==> config.mk <==
export PLATFORM = sky130hd
export DESIGN_NAME = pe_mac_lanes
export DESIGN_NICKNAME = d
export VERILOG_FILES = /design/src/rtl/pe_pkg.sv /design/src/rtl/pe_mul_pipe.sv /design/src/rtl/pe_mac_lanes.sv
export SDC_FILE = /design/constraint.sdc
export NUM_CORES = 2
export LEC_CHECK = 0
export ABC_AREA = 1
export CAP_MARGIN = 25
export CORE_ASPECT_RATIO = 0.7
export CORE_MARGIN = 1
export CORE_UTILIZATION = 29
export CTS_BUF_LIST = sky130_fd_sc_hd__clkbuf_8 sky130_fd_sc_hd__clkbuf_16
export DETAILED_ROUTE_END_ITERATION = 16
export PLACE_DENSITY_LB_ADDON = 0.15
export SYNTH_ARGS = -nofsm -noshare
export SYNTH_HDL_FRONTEND = slang
export SYNTH_HIERARCHICAL = 1
export SYNTH_SLANG_ARGS = --single-unit
==> constraint.sdc <==
create_clock -name clk -period 6.95 [get_ports clk]
set_clock_uncertainty 0.1 [all_clocks]
set_input_delay 0.695 -clock clk [delete_from_list [all_inputs] [get_ports clk]]
set_output_delay 0.695 -clock clk [all_outputs]
set_load 0.02 [all_outputs]
==> src/rtl/pe_pkg.sv <==
// Shared types and arithmetic helpers for the multi-lane MAC processing element.
//   cnt_w()       : width of the per-window beat counter
//   acc_w()       : accumulator width that cannot overflow for a full window
//   round_shift() : round-half-up arithmetic right shift
//   sat_ovf()     : 1 when a value lies outside a signed out_w range
//   sat()         : clamp a value into a signed out_w range
package pe_pkg;

  // Working width for the quantiser. It must be at least as wide as the
  // accumulator plus one bit of rounding headroom.
  localparam int QW = 64;

  // Per-beat tag that travels down the pipeline beside the data.
  typedef struct packed {
    logic valid;
    logic first;
    logic last;
  } beat_tag_t;

  function automatic int cnt_w(input int max_taps);
    return $clog2(max_taps + 1);
  endfunction

  function automatic int acc_w(input int data_w, input int wgt_w,
                               input int lanes, input int max_taps);
    return data_w + wgt_w + $clog2(lanes * max_taps);
  endfunction

  // (v + half_lsb) >>> sh. A shift of 0 adds no bias.
  function automatic logic signed [QW-1:0] round_shift(input logic signed [QW-1:0] v,
                                                       input logic [5:0] sh);
    logic signed [QW-1:0] bias;
    bias = '0;
    if (sh != 6'd0) bias = 64'sd1 <<< (sh - 6'd1);
    return (v + bias) >>> sh;
  endfunction

  function automatic logic sat_ovf(input logic signed [QW-1:0] r, input int out_w);
    logic signed [QW-1:0] hi;
    logic signed [QW-1:0] lo;
    hi = (64'sd1 <<< (out_w - 1)) - 64'sd1;
    lo = -hi - 64'sd1;
    return (r > hi) || (r < lo);
  endfunction

  function automatic logic signed [QW-1:0] sat(input logic signed [QW-1:0] r, input int out_w);
    logic signed [QW-1:0] hi;
    logic signed [QW-1:0] lo;
    hi = (64'sd1 <<< (out_w - 1)) - 64'sd1;
    lo = -hi - 64'sd1;
    if (r > hi) return hi;
    if (r < lo) return lo;
    return r;
  endfunction

endpackage

==> src/rtl/pe_mul_pipe.sv <==
// One registered signed multiplier with a pipeline enable.
// Ports:
//   clk, rst : clock and synchronous active-high reset
//   en       : 1 = capture a new product, 0 = hold
//   a, b     : signed operands
//   p        : registered signed product, A_W+B_W bits (full precision)
module pe_mul_pipe #(
  parameter int A_W = 16,
  parameter int B_W = 16
) (
  input  logic                      clk,
  input  logic                      rst,
  input  logic                      en,
  input  logic signed [A_W-1:0]     a,
  input  logic signed [B_W-1:0]     b,
  output logic signed [A_W+B_W-1:0] p
);

  always_ff @(posedge clk) begin
    if (rst) begin
      p <= '0;
    end else if (en) begin
      p <= (A_W+B_W)'(a) * (A_W+B_W)'(b);
    end
  end

endmodule

==> src/rtl/pe_mac_lanes.sv <==
// LANES-wide signed MAC processing element with a runtime-programmable window.
// Each accepted beat supplies LANES pixel/weight pairs; the products are
// summed across lanes and accumulated over cfg_taps beats. The window sum is
// presented at full precision (out_acc) and rounded/shifted/saturated (out_q).
//
// Pipeline: S0 accept + tag, S1 products, S2 lane sum, S3 accumulate/output.
//
// Handshake (both sides): a transfer happens on a rising clk edge where
// valid && ready. A producer holds valid and its payload until the transfer;
// ready may depend on state but never on the partner's valid. Here the whole
// pipeline stalls (en=0) while out_valid && !out_ready, and in_ready = en.
//
// Ports:
//   clk, rst                 clock, synchronous active-high reset
//   cfg_taps                 beats per window (0 -> 1, >MAX_TAPS -> MAX_TAPS),
//                            sampled on the first beat of each window
//   cfg_shift, cfg_sat_en    quantiser controls, change only while busy=0
//   in_valid/in_ready        input beat handshake
//   in_pic, in_wgt           lane i at [i*W +: W], signed
//   out_valid/out_ready      result handshake, result held until accepted
//   out_acc                  full-precision window sum
//   out_q, out_ovf           quantised result and out-of-range flag
//   busy                     partial window, beat in flight, or result pending
module pe_mac_lanes
  import pe_pkg::*;
#(
  parameter int  LANES    = 4,
  parameter int  DATA_W   = 16,
  parameter int  WGT_W    = 16,
  parameter int  MAX_TAPS = 25,
  parameter int  OUT_W    = 16,
  localparam int CNT_W    = cnt_w(MAX_TAPS),
  localparam int ACC_W    = acc_w(DATA_W, WGT_W, LANES, MAX_TAPS)
) (
  input  logic                      clk,
  input  logic                      rst,
  input  logic [CNT_W-1:0]          cfg_taps,
  input  logic [5:0]                cfg_shift,
  input  logic                      cfg_sat_en,
  input  logic                      in_valid,
  output logic                      in_ready,
  input  logic [LANES*DATA_W-1:0]   in_pic,
  input  logic [LANES*WGT_W-1:0]    in_wgt,
  output logic                      out_valid,
  input  logic                      out_ready,
  output logic signed [ACC_W-1:0]   out_acc,
  output logic signed [OUT_W-1:0]   out_q,
  output logic                      out_ovf,
  output logic                      busy
);

  localparam int PROD_W = DATA_W + WGT_W;
  localparam int SUM_W  = PROD_W + $clog2(LANES);
  localparam logic [CNT_W-1:0] MAX_TAPS_C = CNT_W'(MAX_TAPS);
  localparam logic [CNT_W-1:0] ONE_C      = CNT_W'(1);

  logic en;
  logic in_fire;

  // ---------------- S0: accept, window counter, tags ----------------
  logic [CNT_W-1:0] in_cnt;
  logic [CNT_W-1:0] taps_q;
  logic [CNT_W-1:0] cfg_taps_eff;
  logic [CNT_W-1:0] taps_cur;
  logic             beat_first;
  logic             beat_last;
  beat_tag_t        s1_tag;

  assign en       = !(out_valid && !out_ready);
  assign in_ready = en && !rst;
  assign in_fire  = in_valid && in_ready;

  always_comb begin
    cfg_taps_eff = cfg_taps;
    if (cfg_taps == '0) begin
      cfg_taps_eff = ONE_C;
    end else if (cfg_taps > MAX_TAPS_C) begin
      cfg_taps_eff = MAX_TAPS_C;
    end
    // The first beat of a window uses the live config; later beats use the
    // copy captured on that first beat.
    taps_cur   = (in_cnt == '0) ? cfg_taps_eff : taps_q;
    beat_first = (in_cnt == '0);
    beat_last  = (in_cnt == taps_cur - ONE_C);
  end

  always_ff @(posedge clk) begin
    if (rst) begin
      in_cnt <= '0;
      taps_q <= ONE_C;
      s1_tag <= '0;
    end else if (en) begin
      s1_tag.valid <= in_fire;
      s1_tag.first <= beat_first;
      s1_tag.last  <= beat_last;
      if (in_fire) begin
        if (beat_first) taps_q <= cfg_taps_eff;
        in_cnt <= beat_last ? '0 : in_cnt + ONE_C;
      end
    end
  end

  // ---------------- S1: per-lane registered products ----------------
  logic signed [PROD_W-1:0] prod [LANES];

  for (genvar i = 0; i < LANES; i++) begin : g_lane
    pe_mul_pipe #(
      .A_W (DATA_W),
      .B_W (WGT_W)
    ) u_mul (
      .clk (clk),
      .rst (rst),
      .en  (en),
      .a   (in_pic[i*DATA_W +: DATA_W]),
      .b   (in_wgt[i*WGT_W +: WGT_W]),
      .p   (prod[i])
    );
  end

  // ---------------- S2: lane sum ----------------
  logic signed [SUM_W-1:0] tree_sum;
  logic signed [SUM_W-1:0] s2_sum;
  beat_tag_t               s2_tag;

  // Each product is sign-extended to SUM_W, which has log2(LANES) guard bits.
  always_comb begin
    tree_sum = '0;
    for (int i = 0; i < LANES; i++) begin
      tree_sum = tree_sum + SUM_W'(prod[i]);
    end
  end

  always_ff @(posedge clk) begin
    if (rst) begin
      s2_tag <= '0;
      s2_sum <= '0;
    end else if (en) begin
      s2_tag <= s1_tag;
      s2_sum <= tree_sum;
    end
  end

  // ---------------- S3: accumulator, quantiser, output register ----------------
  logic signed [ACC_W-1:0] acc;
  logic signed [ACC_W-1:0] acc_next;
  logic signed [QW-1:0]    r_wide;
  logic signed [OUT_W-1:0] q_next;
  logic                    ovf_next;

  // A first-tagged beat reloads the accumulator, so back-to-back windows
  // never carry residue from the previous one.
  always_comb begin
    acc_next = s2_tag.first ? ACC_W'(s2_sum) : acc + ACC_W'(s2_sum);
    r_wide   = round_shift(QW'(acc_next), cfg_shift);
    ovf_next = sat_ovf(r_wide, OUT_W);
    q_next   = OUT_W'(cfg_sat_en ? sat(r_wide, OUT_W) : r_wide);
  end

  always_ff @(posedge clk) begin
    if (rst) begin
      acc       <= '0;
      out_valid <= 1'b0;
      out_acc   <= '0;
      out_q     <= '0;
      out_ovf   <= 1'b0;
    end else begin
      if (en && s2_tag.valid) acc <= acc_next;
      // A new result may land in the same cycle the old one is taken; en is
      // only high here when the old result is being accepted or absent.
      if (en && s2_tag.valid && s2_tag.last) begin
        out_valid <= 1'b1;
        out_acc   <= acc_next;
        out_q     <= q_next;
        out_ovf   <= ovf_next;
      end else if (out_valid && out_ready) begin
        out_valid <= 1'b0;
      end
    end
  end

  assign busy = (in_cnt != '0) || s1_tag.valid || s2_tag.valid || out_valid;

endmodule

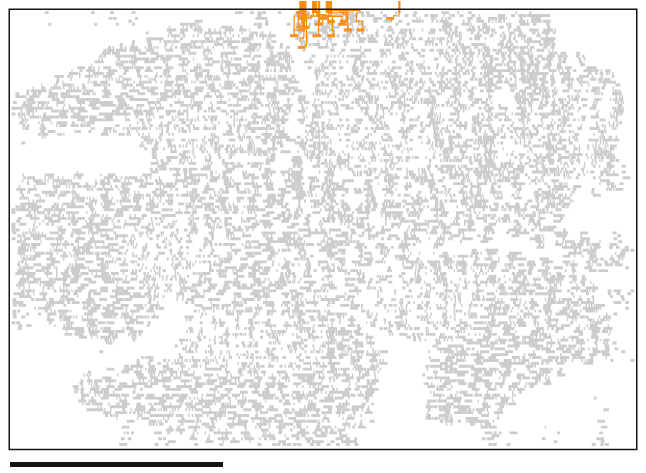
port_trees.png
The bar under the picture is 200 µm long.
`out_q`: shown in orange, bits 16, direction output, edge top, end cells 16, buffers 16, wire 532 µm.

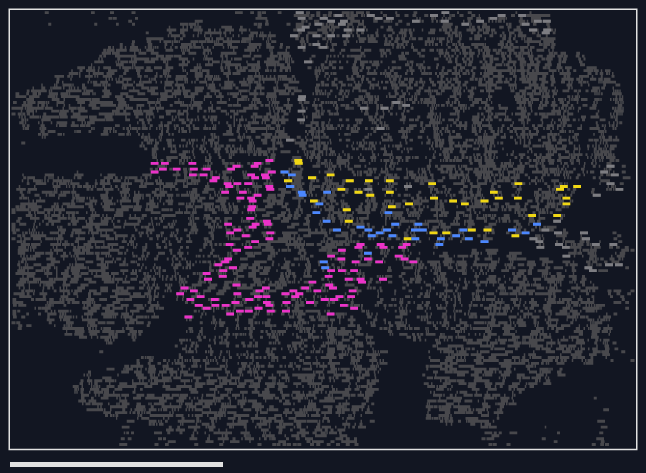
ff_map.png
The bar under the picture is 200 µm long. Other sequential cells in the stronger grey, the rest of the logic in the fainter grey.
`acc`: shown in yellow, sequential cells 39. `g_lane.u_mul/p`: shown in magenta, sequential cells 128. `s2_sum`: shown in blue, sequential cells 34.
Another 73 sequential cells are not coloured.

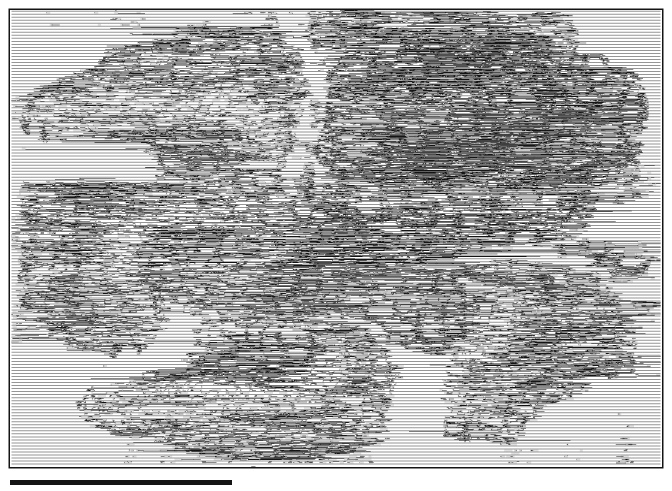
m1.png
The bar under the picture is 200 µm long. Supply wires on this layer in grey. Cells faint in the background.
The wires run mostly horizontal. 11,941 nets have wire on it. The longest straight run is 188 µm. The layer holds 54% of the routed length. The layer carries 141 mm of wire.

==> summary.rpt <==
FLOW RUN
---------------------------------------------------------------------------------
Number of maximum-capacitance constraint violations ................            0
Total number of warnings across the stage logs .....................           28

WORST HOLD PATH
---------------------------------------------------------------------------------
Number of stages on the worst hold path ............................            2
Type of the worst min-delay path ...................................      reg2reg

TIMING
---------------------------------------------------------------------------------
Total of endpoints with negative setup slack in the final report ...            0
Ratio of final minimum period to clock period ......................        0.968
Count of final hold-check violations ...............................            0
Final setup margin .................................................     0.219 ns
Shortest clock period the worst path allows after layout ...........      6.73 ns
Number of slew-limit violations in the final report ................            0
Worst hold slack across all endpoints ..............................     0.365 ns
Slew of the pin with the lowest slew margin ........................      1.10 ns
Relative slew slack ................................................        0.265
Peak clock frequency supported by timing ...........................      149 MHz
Setup Total Neg Slack ..............................................         0 ns
RSZ-0062 raised after global routing ...............................         true

LOGIC SYNTHESIS
---------------------------------------------------------------------------------
Total standard cell area after synthesis ...........................   69,600 µm²
Count of library flops with an enable pin ..........................            0
Number of cell instances after yosys synthesis .....................       10,351
Warnings from Yosys ................................................            6
Sequential share of the synthesized area ...........................       0.0788
Synth Instances ....................................................       10,351
Post-synthesis cell type count .....................................           61
Chip area in the Yosys report ......................................   69,600 µm²
Number of nets in the synthesized netlist ..........................       12,075
Ys flops ...........................................................          274
Avg Inst Size Synth ................................................     6.72 µm²
Ys flop type ....................................................... sky130_fd_sc_hd__dfxtp_1
Synth async-reset ratio ............................................            0

CLOCK NETWORK
---------------------------------------------------------------------------------
Later-pin clock latency in the skew report .........................      0.62 ns
# Post-CTS Setup Buffers ...........................................            4
Clock slew seen by the registers of the worst setup and hold paths .      0.06 ns
Number of hold-repair buffers added at the cts stage ...............            0
TritonCTS Buffers ..................................................           37
Number of gates given a new drive strength after cts ...............           88
CTS Buffer Depth ...................................................            3
CTS root buffer .................................................... sky130_fd_sc_hd__clkbuf_16
H-tree levels ......................................................            2
TritonCTS clock tree ...............................................        built
Number of sinks driven by the clock tree ...........................          274

SETUP PATH
---------------------------------------------------------------------------------
End point of the critical path .....................................     out_q[4]
Setup slack on the worst flop-to-flop path .........................      0.22 ns
Register-to-Register Path Depth ....................................           50
Critical Path Source Type ..........................................    flip-flop
Reg-to-Reg Start ...................................................       acc[2]
CP Capture Type ....................................................    flip-flop
CP Class ...........................................................      reg2reg
Highest cell delay on the worst timing path ........................      0.34 ns
Endpoint of the lowest-slack register-to-register path .............     out_q[4]
Worst path required time ...........................................      7.39 ns
Crit path max-delay cell type ...................................... sky130_fd_sc_hd__dfxtp_2
Data arrival time of the worst path ................................      7.17 ns
Startpoint of the worst setup timing path ..........................       acc[2]
Largest fanout of any net on the critical path .....................            8

ROUTE
---------------------------------------------------------------------------------
Remaining antenna violation count after routing ....................            0
Overall routed net length ..........................................   261,000 µm
DRT met1 WL ........................................................   141,000 µm
Topmost layer with routed signal wires .............................         met5
Detailed-router iteration count before antenna repair ..............            6
Routed wirelength normalized by instance count .....................      18.6 µm
Iteration-0 DRC Markers ............................................        5,160
DRC errors left ....................................................            0
Vias/cell ..........................................................         4.66
Total vias in the final route ......................................       65,325
Amount of wire on met2 after detailed routing ......................   102,000 µm
Routed met3 length .................................................    15,900 µm

PLACEMENT
---------------------------------------------------------------------------------
Placer's final routability congestion estimate .....................         1.02
Cell area after placement ..........................................   78,800 µm²
Hpwl dp ............................................................   224,000 µm
I/O Buffers ........................................................          202
Placed cell count ..................................................       13,928
Post-placement setup slack .........................................    -0.662 ns

FINISH
---------------------------------------------------------------------------------
Proportion of cell area occupied by registers ......................       0.0657
Number of clock buffer instances in the layout .....................           46
Cell area after layout .............................................   83,500 µm²
Buffers excl. clock ................................................          830
Number of multi-input combinational cells ..........................        7,116
Multi-input logic area .............................................   56,100 µm²
Count of non-CTS inverters in the layout ...........................        2,553
Most numerous logic cells after layout ............................. sky130_fd_sc_hd__nand2_1 (2,593), sky130_fd_sc_hd__inv_1 (2,508), sky130_fd_sc_hd__fa_1 (1,114), sky130_fd_sc_hd__nor2_1 (721), sky130_fd_sc_hd__buf_4 (586)
Number of fill cells ...............................................       25,788
Utilization after layout ...........................................        0.350
Layout buffering overhead excluding clock cells ....................       0.0854
Sequential cell count ..............................................          274
Cell kind with the greatest summed area ............................  logic gates
Area Overhead vs Synth .............................................        20.1%
Most common library cell in the layout ignoring fill and taps ...... sky130_fd_sc_hd__nand2_1
Post-layout net count ..............................................       12,536
Proportion of cell area spent on the clock network .................       0.0146
Antenna cell count .................................................            0
Number of standard cells in the layout, taps in and fillers out ....       14,030
Register area ......................................................     5490 µm²
Layout cell share with drive strength beyond 1 .....................        0.142
Fraction of area in multi-input gates ..............................        0.671

FLOORPLAN
---------------------------------------------------------------------------------
Pre-Place Util .....................................................        0.292
Die Y ..............................................................       412 µm
Core Footprint .....................................................  239,000 µm²
Standard-cell row count ............................................          150
Tapcell Cnt ........................................................        3,192
Die outline width ..................................................       587 µm
Ports ..............................................................          203
Die Outline Area ...................................................  242,000 µm²

GRT
---------------------------------------------------------------------------------
Grt ovf ............................................................            0
Global routing's busiest layer .....................................         met1
Met2 global-route usage ............................................        0.299
Met1 Track Usage GR ................................................        0.354
GR Util met3 .......................................................       0.0249
Total global routing track utilization .............................        0.214
Via count of the first global-routing pass .........................       64,237
Maximum number of pins on one net before global-route repair .......           89
Antenna violations before repair ...................................            8
Global-route wire length before repair .............................   401,000 µm

STATUS
---------------------------------------------------------------------------------
Result of the run .................................................. complete, no violations

Yosys cell counts, types with 5 or more instances:
library cell	number	area (µm²)
sky130_fd_sc_hd__clkbuf_1	339	1270
sky130_fd_sc_hd__o211ai_1	22	165
sky130_fd_sc_hd__xor2_1	86	753
sky130_fd_sc_hd__or2_2	39	244
sky130_fd_sc_hd__nor4_1	7	43.8
sky130_fd_sc_hd__buf_1	42	158
sky130_fd_sc_hd__o221ai_1	6	52.6
sky130_fd_sc_hd__clkinv_1	7	26.3
sky130_fd_sc_hd__a31oi_1	16	100
sky130_fd_sc_hd__and2_1	6	37.5
sky130_fd_sc_hd__buf_2	24	120
sky130_fd_sc_hd__o22ai_1	19	119
sky130_fd_sc_hd__dfxtp_1	274	5490
sky130_fd_sc_hd__nand3b_1	16	120
sky130_fd_sc_hd__inv_2	24	90.1
sky130_fd_sc_hd__a21o_1	18	135
sky130_fd_sc_hd__o21ai_0	340	1700
sky130_fd_sc_hd__inv_1	2521	9460
sky130_fd_sc_hd__nand4_1	60	375
sky130_fd_sc_hd__xnor2_1	35	307
sky130_fd_sc_hd__nand3_1	673	3370
sky130_fd_sc_hd__fa_1	1115	22300
sky130_fd_sc_hd__a21boi_0	9	67.6
sky130_fd_sc_hd__nor3_1	38	190
sky130_fd_sc_hd__nor2_2	39	244
sky130_fd_sc_hd__nor3_2	13	130
sky130_fd_sc_hd__o21a_1	10	75.1
sky130_fd_sc_hd__a21oi_2	20	175
sky130_fd_sc_hd__nand2_2	51	319
sky130_fd_sc_hd__o21bai_1	29	218
sky130_fd_sc_hd__nand3_2	25	250
sky130_fd_sc_hd__ha_1	465	5820
sky130_fd_sc_hd__a21oi_1	295	1480
sky130_fd_sc_hd__nand2_1	2804	10500
sky130_fd_sc_hd__nor2_4	5	56.3
sky130_fd_sc_hd__o21ai_1	50	250
sky130_fd_sc_hd__nor2_1	767	2880
cells by family (layout without fill, tap and decap cells):
logic type	count (synthesis)	in the layout	share of synthesized area
simple gates	4559	4561	0.273
compound gates	852	852	0.0673
mux	2	2	0.000288
flops	274	274	0.0788
buf+inv	2963	3448	0.161
xor+xnor	121	121	0.0152
fa+ha+maj	1580	1580	0.404
worst max-delay path: cells and delay by family, from the launching register on:
| family | cells | cell delay, ns |
|---|---|---|
| AND/OR/NAND/NOR | 25 | 2.89 |
| flip-flops | 1 | 0.34 |
| AND-OR/OR-AND | 14 | 1.81 |
| XOR/XNOR | 1 | 0.09 |
| adder cells (fa/ha/maj) | 2 | 0.40 |
| buffers and inverters | 8 | 1.00 |
how the worst min path moves through the flow:
| stage | from | endpoint | slack [ns] |
|---|---|---|---|
| 6_report | out_q[15] | out_q[15] | 0.36 |
| 4_1_cts | out_q[15] | out_q[15] | 0.37 |
| 5_1_grt | out_q[15] | out_q[15] | 0.39 |
| 2_1_floorplan | taps_q[3] | taps_q[3] | 0.34 |
| 3_3_place_gp | out_q[15] | out_q[15] | 0.36 |
| 3_5_place_dp | out_q[15] | out_q[15] | 0.36 |
flip-flops by register name (all words and copies together) (netlist names):
signal	count
acc	39
out_ovf	1
taps_q	5
g_lane.u_mul/p	128
out_acc	39
in_cnt	5
s1_tag	3
s2_tag	3
out_q	16
s2_sum	34
out_valid	1
